==> config.mk <==
export PLATFORM = sky130hd
export DESIGN_NAME = pwm_breather
export DESIGN_NICKNAME = d
export VERILOG_FILES = /design/src/rtl/led_matrix_pkg.sv /design/src/rtl/period_step_div.sv /design/src/rtl/pwm_breather.sv
export SDC_FILE = /design/constraint.sdc
export NUM_CORES = 1
export LEC_CHECK = 0
export ABC_AREA = 1
export ABC_CLOCK_PERIOD_IN_PS = 4350
export CAP_MARGIN = 25
export CORE_UTILIZATION = 55
export CTS_CLUSTER_SIZE = 25
export DETAILED_ROUTE_END_ITERATION = 8
export PLACE_DENSITY_LB_ADDON = 0.25
export SYNTH_ARGS = -nofsm -noshare
export SYNTH_HDL_FRONTEND = slang
export SYNTH_HIERARCHICAL = 1
export SYNTH_SLANG_ARGS = --single-unit
export TNS_END_PERCENT = 5
==> constraint.sdc <==
create_clock -name clk -period 4.35 [get_ports clk]
set_clock_uncertainty 0.15 [all_clocks]
set_input_delay 0.6525 -clock clk [delete_from_list [all_inputs] [get_ports clk]]
set_output_delay 0.6525 -clock clk [all_outputs]
set_load 0.1 [all_outputs]
==> src/rtl/led_matrix_pkg.sv <==
`default_nettype none
// ============================================================================
// led_matrix_pkg : shared encodings for the RGB LED matrix color stage
// Revision: 1.0
// ============================================================================
package led_matrix_pkg;

   typedef enum logic {
      RISE = 1'b0,
      FALL = 1'b1
   } dir_state_t;

   // Matrix LEDs are driven active-low.
   localparam logic LED_ON  = 1'b0;
   localparam logic LED_OFF = 1'b1;

   function automatic int duty_max_of(input int cnt_w);
      return (1 << cnt_w) - 1;
   endfunction

endpackage
`default_nettype wire

==> src/rtl/period_step_div.sv <==
`default_nettype none
// ============================================================================
// period_step_div : counts PWM period wraps and pulses step every
//                   STEP_PERIODS wraps
// Revision: 1.0
// ============================================================================
module period_step_div #(
   parameter int STEP_PERIODS = 192
) (
   input  logic clk,
   input  logic rst,
   input  logic tick,
   input  logic en,
   output logic step
);

   localparam int SDIV_W = (STEP_PERIODS > 1) ? $clog2(STEP_PERIODS) : 1;
   localparam logic [SDIV_W-1:0] SDIV_LAST = SDIV_W'(STEP_PERIODS - 1);

   logic [SDIV_W-1:0] sdiv;

   assign step = en && tick && (sdiv == SDIV_LAST);

   // Ticks are ignored while idle, so sdiv holds its value across pauses.
   always_ff @(posedge clk or posedge rst) begin
      if (rst) begin
         sdiv <= '0;
      end else if (en && tick) begin
         sdiv <= (sdiv == SDIV_LAST) ? '0 : sdiv + 1'b1;
      end
   end

endmodule
`default_nettype wire

==> src/rtl/pwm_breather.sv <==
`default_nettype none
// ============================================================================
// pwm_breather : breathing PWM blanking generator for the LED matrix
// Revision: 1.0
// ============================================================================
module pwm_breather
   import led_matrix_pkg::*;
#(
   parameter int CNT_W        = 8,
   parameter int STEP_PERIODS = 192
) (
   input  logic             clk,
   input  logic             rst,
   input  logic             en,
   input  logic             hold,
   output logic             pwm_out,
   output logic             up_down,
   output logic [CNT_W-1:0] duty,
   output logic             period_end
);

   localparam logic [CNT_W-1:0] DUTY_MAX = CNT_W'(duty_max_of(CNT_W));
   localparam logic [CNT_W-1:0] DUTY_ONE = CNT_W'(1);

   logic [CNT_W-1:0] cnt;
   logic [CNT_W-1:0] duty_next;
   dir_state_t       state;
   dir_state_t       state_next;
   logic             wrap;
   logic             step;

   assign wrap = en && (cnt == DUTY_MAX);

   always_ff @(posedge clk or posedge rst) begin
      if (rst) begin
         cnt        <= '0;
         pwm_out    <= LED_OFF;
         period_end <= 1'b0;
      end else begin
         if (en) begin
            cnt <= cnt + 1'b1;
         end
         period_end <= wrap;
         pwm_out    <= (en && (cnt < duty)) ? LED_ON : LED_OFF;
      end
   end

   // hold is sampled only at the wrap, so it never disturbs a running period.
   period_step_div #(
      .STEP_PERIODS (STEP_PERIODS)
   ) u_step_div (
      .clk  (clk),
      .rst  (rst),
      .tick (wrap && !hold),
      .en   (en),
      .step (step)
   );

   always_ff @(posedge clk or posedge rst) begin
      if (rst) begin
         state <= RISE;
         duty  <= '0;
      end else begin
         state <= state_next;
         duty  <= duty_next;
      end
   end

   always_comb begin
      state_next = state;
      duty_next  = duty;
      if (step) begin
         case (state)
            RISE: begin
               if (duty == DUTY_MAX) begin
                  state_next = FALL;
                  duty_next  = DUTY_MAX - DUTY_ONE;
               end else begin
                  duty_next = duty + DUTY_ONE;
               end
            end
            FALL: begin
               if (duty == '0) begin
                  state_next = RISE;
                  duty_next  = DUTY_ONE;
               end else begin
                  duty_next = duty - DUTY_ONE;
               end
            end
            default: begin
               state_next = RISE;
               duty_next  = '0;
            end
         endcase
      end
   end

   assign up_down = (state == RISE);

endmodule
`default_nettype wire
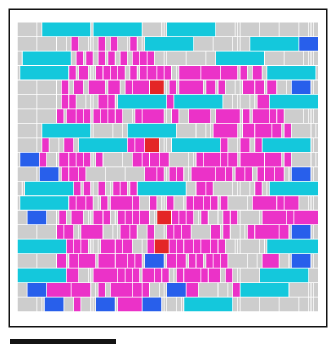
**Above:** run 1 (cell classes on the final placement).
Bar = 20 um. Fill, decap, tap and diode cells in grey.
Blue is other buffers and delay cells, cells 14, share of their area 7.1%. Red is clock drivers and dummy loads, cells 4, share of their area 1.5%. Cyan is flops, cells 27, share of their area 35%. Magenta is combinational and other logic, cells 216, share of their area 57%.

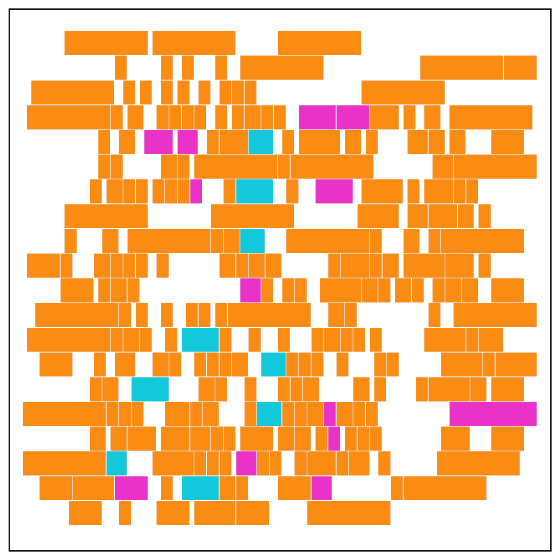
**Above:** run 1 (cell sizes after repair).
Cyan is _3 and _4 cells, cells 9, share 3.4%. Orange is _0 and _1 cells, cells 239, share 92%, most used nand2_1. Magenta is _2 cells, cells 13, share 5.0%, most used inv_2.

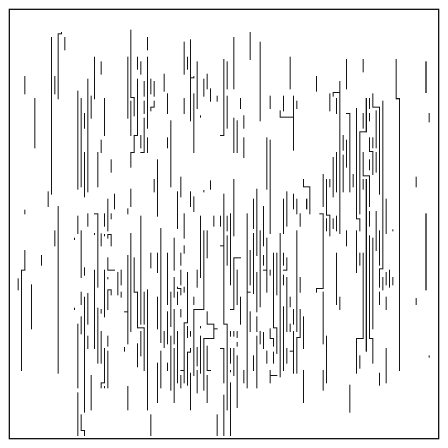
**Above:** run 1 (signal wires on met2).
The layer holds 44% of the routed length. The longest straight run is 37.7 um.

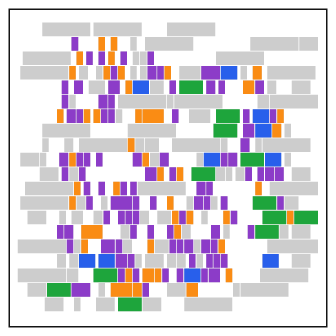
**Above:** run 1 (gate-type map).
Green is adder and majority cells, cells 12. Purple is NAND gates, cells 93. Orange is NOR gates, cells 44. Blue is XOR/XNOR gates, cells 10.

==> impl_metrics.csv, run 1 <==
group,metric,value,unit
floorplan,core-area,3078,um^2
power_and_ir_drop,comb_power_share,24.6,%
yosys,synth_stat.cells,246,
floorplan,fp.dieH,59.40,um
layout,seq_area_share,33.56,%
clock_network,clk_pin_slew,0.16,ns
critical_path,path_delay_family,"simple AND/OR/NAND/NOR gates",
yosys,synthMuxAreaShare,1.243,%
yosys,synth_xor_xnor_area_share,4.834,%
yosys,top_area_cell,"dfrtp_1",
placement,dp.cells,301,
layout,antennaDiodeCount,0,
sta,slew_headroom,34.78,%
floorplan,initCoreUtil,58.86,%
sta,setup_viol,0,
run_status,outcome,"complete, no violations",
drt,vias,1570,
critical_path,worst-path-buf-inv,4,
layout,nNetsFinal,278,
power_and_ir_drop,p_leak,1.009,nW
layout,n_all_inverters,32,
yosys,yosys_area,1812,um^2
yosys,synth.top_cell.area_share,35.91,%
critical_path,crit_fanout,11,
min_path,min_from,"cnt[3]",
min_path,hold_path.class,"register to register",
critical_path,crit_top_cell,"nand2_1",
clock_network,clkSinkCount,27,
sta,tightestPinTransition,0.9753,ns
clock_network,hold_buffers,0,
clock_network,clock_latency,0.34,ns
drt,drtIter0Drc,98,
job,warnings,28,
yosys,ys_types,31,
global_route,gr-usage-all-layers,23.76,%
yosys,yosysWarnings,6,
placement,dpl.hpwl,2783,um
yosys,fp_nets,262,
yosys,ys_sh_adder,8.287,%
layout,comb_cells,184,
clock_network,cts_tree,"yes",
yosys,logic_family,"simple AND/OR/NAND/NOR gates",
power_and_ir_drop,peakVddDrop,0.0001092,V
placement,port_buffers,14,
sta,worst_slack,1.241,ns
drt,ant_nets,0,
yosys,ys_sh_aoi,6.837,%
layout,layout_top_cells,"65 x nand2_1, 35 x nor2_1, 27 x inv_1",
power_and_ir_drop,p_seq_share,55.9,%
sta,grt_setup_unrepaired,"no",
yosys,ys_ff,27,
placement,dpl_worst_slack,0.8721,ns
critical_path,max_stage_delay,0.68,ns
floorplan,ios,15,
yosys,netlist_instances,246,
layout,buffers,14,
layout,comb_share,49.19,%
yosys,synthesis.area,1812,um^2
layout,clock_area_share,1.489,%
layout,layout-drive-gt1-share,8.429,%
power_and_ir_drop,p_int,0.3927,mW
yosys,area_leaders,"dfrtp_1 36%, nand2_1 13%, ha_1 8.3%, nor2_1 7.3%, inv_1 5.6%",
critical_path,crit_chain,"clkdlybuf4s50_1, nand2_1, inv_1, nand3_1, nor4_1, nand3_2, nor2_1, nand2_2, inv_2, inv_1, nor2_1, o21ai_0, nand2_1, nand2_1",
power_and_ir_drop,p_sw_share,34.56,%
clock_network,htree_levels,1,
layout,bufAreaShareNonClock,6.948,%
layout,regArea,676.9,um^2
placement,gp_congestion,0.8971,
power_and_ir_drop,power.density,297.5,nW/um^2
run 1: power groups by stage:
stage	logic [mW]	registers [mW]	clock network (mW)
2_1_floorplan	0.109	0.341	0
3_3_place_gp	0.144	0.340	0
3_5_place_dp	0.149	0.341	0
4_1_cts	0.150	0.335	0.120
5_1_grt	0.171	0.342	0.135
6_report	0.148	0.335	0.117
run 1: cells in the mapped netlist (all sizes together):
cell type / count
nand2: 68
nor2: 40
inv: 31
dfrtp: 26
nand3: 21
a21oi: 14
ha: 12
xor2: 7
o21ai: 6
buf: 3
nand4: 3
nor3: 3
xnor2: 3
mux2: 2
a211oi: 1
a31oi: 1
clkinv: 1
dfstp: 1
nand3b: 1
nor4: 1
o22ai: 1
run 1: per-stage QoR:
step | hold slack, ns | utilization (%) | total power, mW
floorplan | 0.3182 | - | 0.4495
global placement | 0.3758 | 64.55 | 0.4840
detailed placement | 0.3761 | 64.55 | 0.4893
CTS | 0.3967 | 65.53 | 0.6045
global route | 0.4200 | 65.53 | 0.6483
finish | 0.3986 | 65.53 | 0.6001
run 1: routing by layer:
layer	part of all wire, %	up-vias	global-route usage, %
li1	-	818	-
met1	49	703	34.07
met2	44	44	37.24
met3	5.1	5	2.838
met4	1.3	0	7.483
met5	0	-	0
run 1: worst paths after layout:
path,endpoint,slack (ns),cells past startpoint
max in group asynchronous,duty[4],3.02,2
min in group asynchronous,u_step_div/sdiv[3],0.41,2
worst min register to register,cnt[3],0.40,1
worst max-delay path,duty[3],1.24,14
worst min-delay path,cnt[3],0.40,1
worst max register to register,duty[3],1.69,14
run 1: sequential cells by signal, summed over array words and instances (netlist names):
signal,count
cnt,8
duty,8
period_end,1
pwm_out,1
state,1
u_step_div/sdiv,8
==> run 2: changes to the inputs <==
ABC_CLOCK_PERIOD_IN_PS = 2600   (was 4350)
CORE_UTILIZATION = 52   (was 55)
clock period = 2.6 ns   (was 4.35 ns; I/O delays follow)
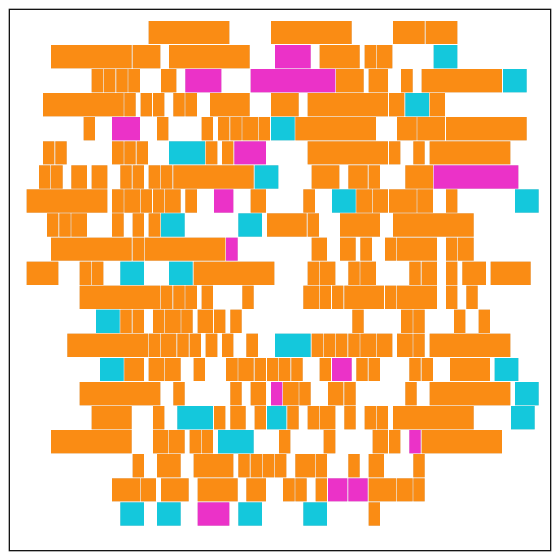
**Above:** run 2 (cell sizes after repair).
Cyan is _3 and _4 cells, cells 25, share 9.4%, most used buf_4. Orange is _0 and _1 cells, cells 228, share 85%, most used nand2_1. Magenta is _2 cells, cells 14, share 5.2%, most used inv_2.

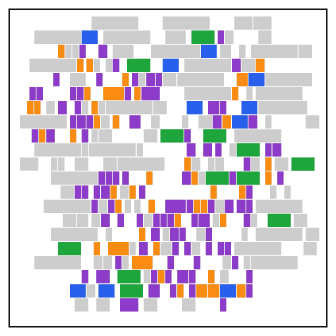
**Above:** run 2 (gate-type map).
Green is adder and majority cells, cells 12. Orange is NOR gates, cells 44. Purple is NAND gates, cells 93. Blue is XOR/XNOR gates, cells 10.

==> impl_metrics.csv, run 2 <==
group,metric,value,unit
run_status,outcome,"complete, no violations",
yosys,yosys_area,1812,um^2
sta,worst_hold_slack,0.1748,ns
clock_network,clock-root-buffer,"clkbuf_4",
sta,fmax,0.4321,GHz
layout,mi_logic_area,992.2,um^2
sta,worst_slack,0.2857,ns
yosys,synth_stat.cells,246,
layout,final_core_util,60.97,%
drt,drc,0,
layout,antennaDiodeCount,0,
yosys,yosysMostFrequentCell,"nand2_1",
drt,viasPerCell,5.019,
critical_path,max_stage_delay,0.44,ns
drt,drt_first_pass_iters,4,
drt,vias,1571,
min_path,hold_path.class,"input port to asynchronous set/reset pin",
placement,placed_cell_area,2007,um^2
clock_network,clock_latency,0.31,ns
sta,tightestPinTransition,0.7080,ns
global_route,grt_max_degree,20,
critical_path,crit_chain,"ha_1, nand2_1, inv_1, nand3_1, nor4_1, buf_4, nand3_2, nor2_1, nand2_2, inv_2, inv_1, nor2_1, o21ai_0, nand2_1, nand2_1",
power_and_ir_drop,p_total,0.9866,mW
layout,nNetsFinal,284,
critical_path,crit_arrival,2.39,ns
placement,port_buffers,14,
global_route,grt_pass1_vias,1439,
critical_path,worst-path-buf-inv,4,
sta,slew_headroom,52.75,%
yosys,fp_nets,262,
clock_network,cts_tree,"yes",
power_and_ir_drop,p_seq_share,57.1,%
floorplan,rows,21,
clock_network,post-cts-setup-buffers,0,
sta,finalCriticalPeriod,2.314,ns
yosys,ys_ff,27,
job,warnings,28,
power_and_ir_drop,p_sw_share,33.09,%
yosys,common_cells,"65 x nand2_1, 35 x nor2_1, 27 x inv_1",
power_and_ir_drop,power.density,485.0,nW/um^2
drt,drt-total-wl,3544,um
sta,fin_tns_setup,0,ns
floorplan,die_w,61.03,um
drt,drtIter0Drc,58,
critical_path,crit_top_cell,"nand2_1",
clock_network,clk_path_buf_depth,2,
clock_network,cts_buffers,3,
critical_path,path_class,"register to register",
drt,wl_per_cell,11.32,um
layout,layout.cells.non_filler,313,
critical_path,crit_fanout,7,
power_and_ir_drop,comb_power_share,25.4,%
critical_path,crit_path_start,"cnt[1]",
layout,lay_top_count,"nand2_1",
global_route,gr-usage-all-layers,22.22,%
yosys,synthesis.area,1812,um^2
clock_network,clk_pin_slew,0.13,ns
sta,setup_viol,0,
power_and_ir_drop,p_leak,1.053,nW
floorplan,initCoreUtil,54.29,%
drt,ant_nets,0,
layout,fin_area,2034,um^2
yosys,synth_seq_share,37.36,%
floorplan,ios,15,
yosys,top_area_cell,"dfrtp_1",
yosys,yosysWarnings,6,
layout,top_regs,"cnt x8, duty x8, u_step_div/sdiv x8",
critical_path,setup.worst_path.end_class,"register",
clock_network,htree_levels,1,
yosys,netlist_instances,246,
yosys,ff_type,"dfrtp_1",
critical_path,rr_startpoint,"cnt[1]",
layout,regArea,678.2,um^2
yosys,async_flop_share,100.0,%
critical_path,cp-start-kind,"register",
placement,dpl_worst_slack,-0.02598,ns
power_and_ir_drop,peakVddDrop,0.0004013,V
global_route,overflow,0,
critical_path,slowest_stage,"dfrtp_1",
sta,fin_crit_sh,89.01,%
yosys,ys_types,31,
sta,finalHoldViolations,0,
critical_path,path_delay_family,"simple AND/OR/NAND/NOR gates",
power_and_ir_drop,p_int,0.6602,mW
placement,dp.cells,309,
global_route,antenna_found_initial,0,
sta,grt_setup_unrepaired,"no",
critical_path,crit_required,2.67,ns
layout,area_growth,12.29,%
clock_network,clkSinkCount,27,
layout,final.fill_count,323,
placement,gp_congestion,0.9088,
power_and_ir_drop,switchingPower,0.3265,mW
layout,layout-drive-gt1-share,14.61,%
power_and_ir_drop,clock_power_share,17.4,%
yosys,synth.avg_cell_area,7.365,um^2
yosys,synth-edff-count,0,
sta,slew_viol_final,0,
yosys,synth.top_cell.area_share,35.91,%
yosys,area_leaders,"dfrtp_1 36%, nand2_1 13%, ha_1 8.3%, nor2_1 7.3%, inv_1 5.6%",
floorplan,core-area,3337,um^2
global_route,grt_pass1_wl,6182,um
floorplan,fp.dieH,61.03,um
job,cap_violations,0,
placement,dpl.hpwl,2764,um
layout,layout_top_cells,"65 x nand2_1, 35 x nor2_1, 27 x inv_1",
floorplan,die_area,3724,um^2
-- run 2: cell types whose count changed in the layout (fill, tap and decap cells not counted), sizes merged --
cell / delta
clkinvlp: -1
buf: +17
clkbuf: +1
clkdlybuf4s50: -11
-- run 2: timing repair --
action	4_1_cts	5_1_grt
gates resized	0	1
setup endpoints to repair	0	1
hold buffers	0	0
-- run 2: power by group through the flow --
stage          sequential [mW]  combinational, mW  clock (mW)
6_report                 0.564              0.251       0.172
5_1_grt                  0.574              0.297       0.203
4_1_cts                  0.563              0.254       0.182
3_5_place_dp             0.572              0.251           0
3_3_place_gp             0.569              0.241           0
2_1_floorplan            0.570              0.182           0
-- run 2: logic make-up after synthesis --
kind of cell	share of synthesized area [%]
compound gates	6.838
buf+inv	7.873
xor+xnor	4.835
simple gates	33.56
mux	1.243
flops	37.36
fa+ha+maj	8.287
-- run 2: final timing paths --
path                                            to  slack, ns  depth (start not counted)
worst max-delay path                       duty[3]       0.29                         15
worst min-delay path            u_step_div/sdiv[4]       0.17                          2
worst max register to register             duty[3]       0.29                         15
worst min register to register              cnt[0]       0.38                          1
max in group asynchronous                   cnt[0]       1.46                          2
min in group clk                            cnt[0]       0.38                          1
-- run 2: layer usage --
layer / global-route usage, % / vias to the layer above / wire length, um
met4: 3.896 / 0 / 17
met1: 30.52 / 710 / 1654
met2: 36.80 / 32 / 1726
li1: - / 827 / -
met5: 0 / - / 0
met3: 4.412 / 2 / 145
-- run 2: final cells by class --
cell class,instances,share of cell area [%]
clock buffer,4,1.292
multi-input combinational,184,48.77
sequential,27,33.33
tap,46,2.829
timing repair buffer,20,7.749
inverter,32,6.027
Power is estimated from default activity; no workload was simulated.
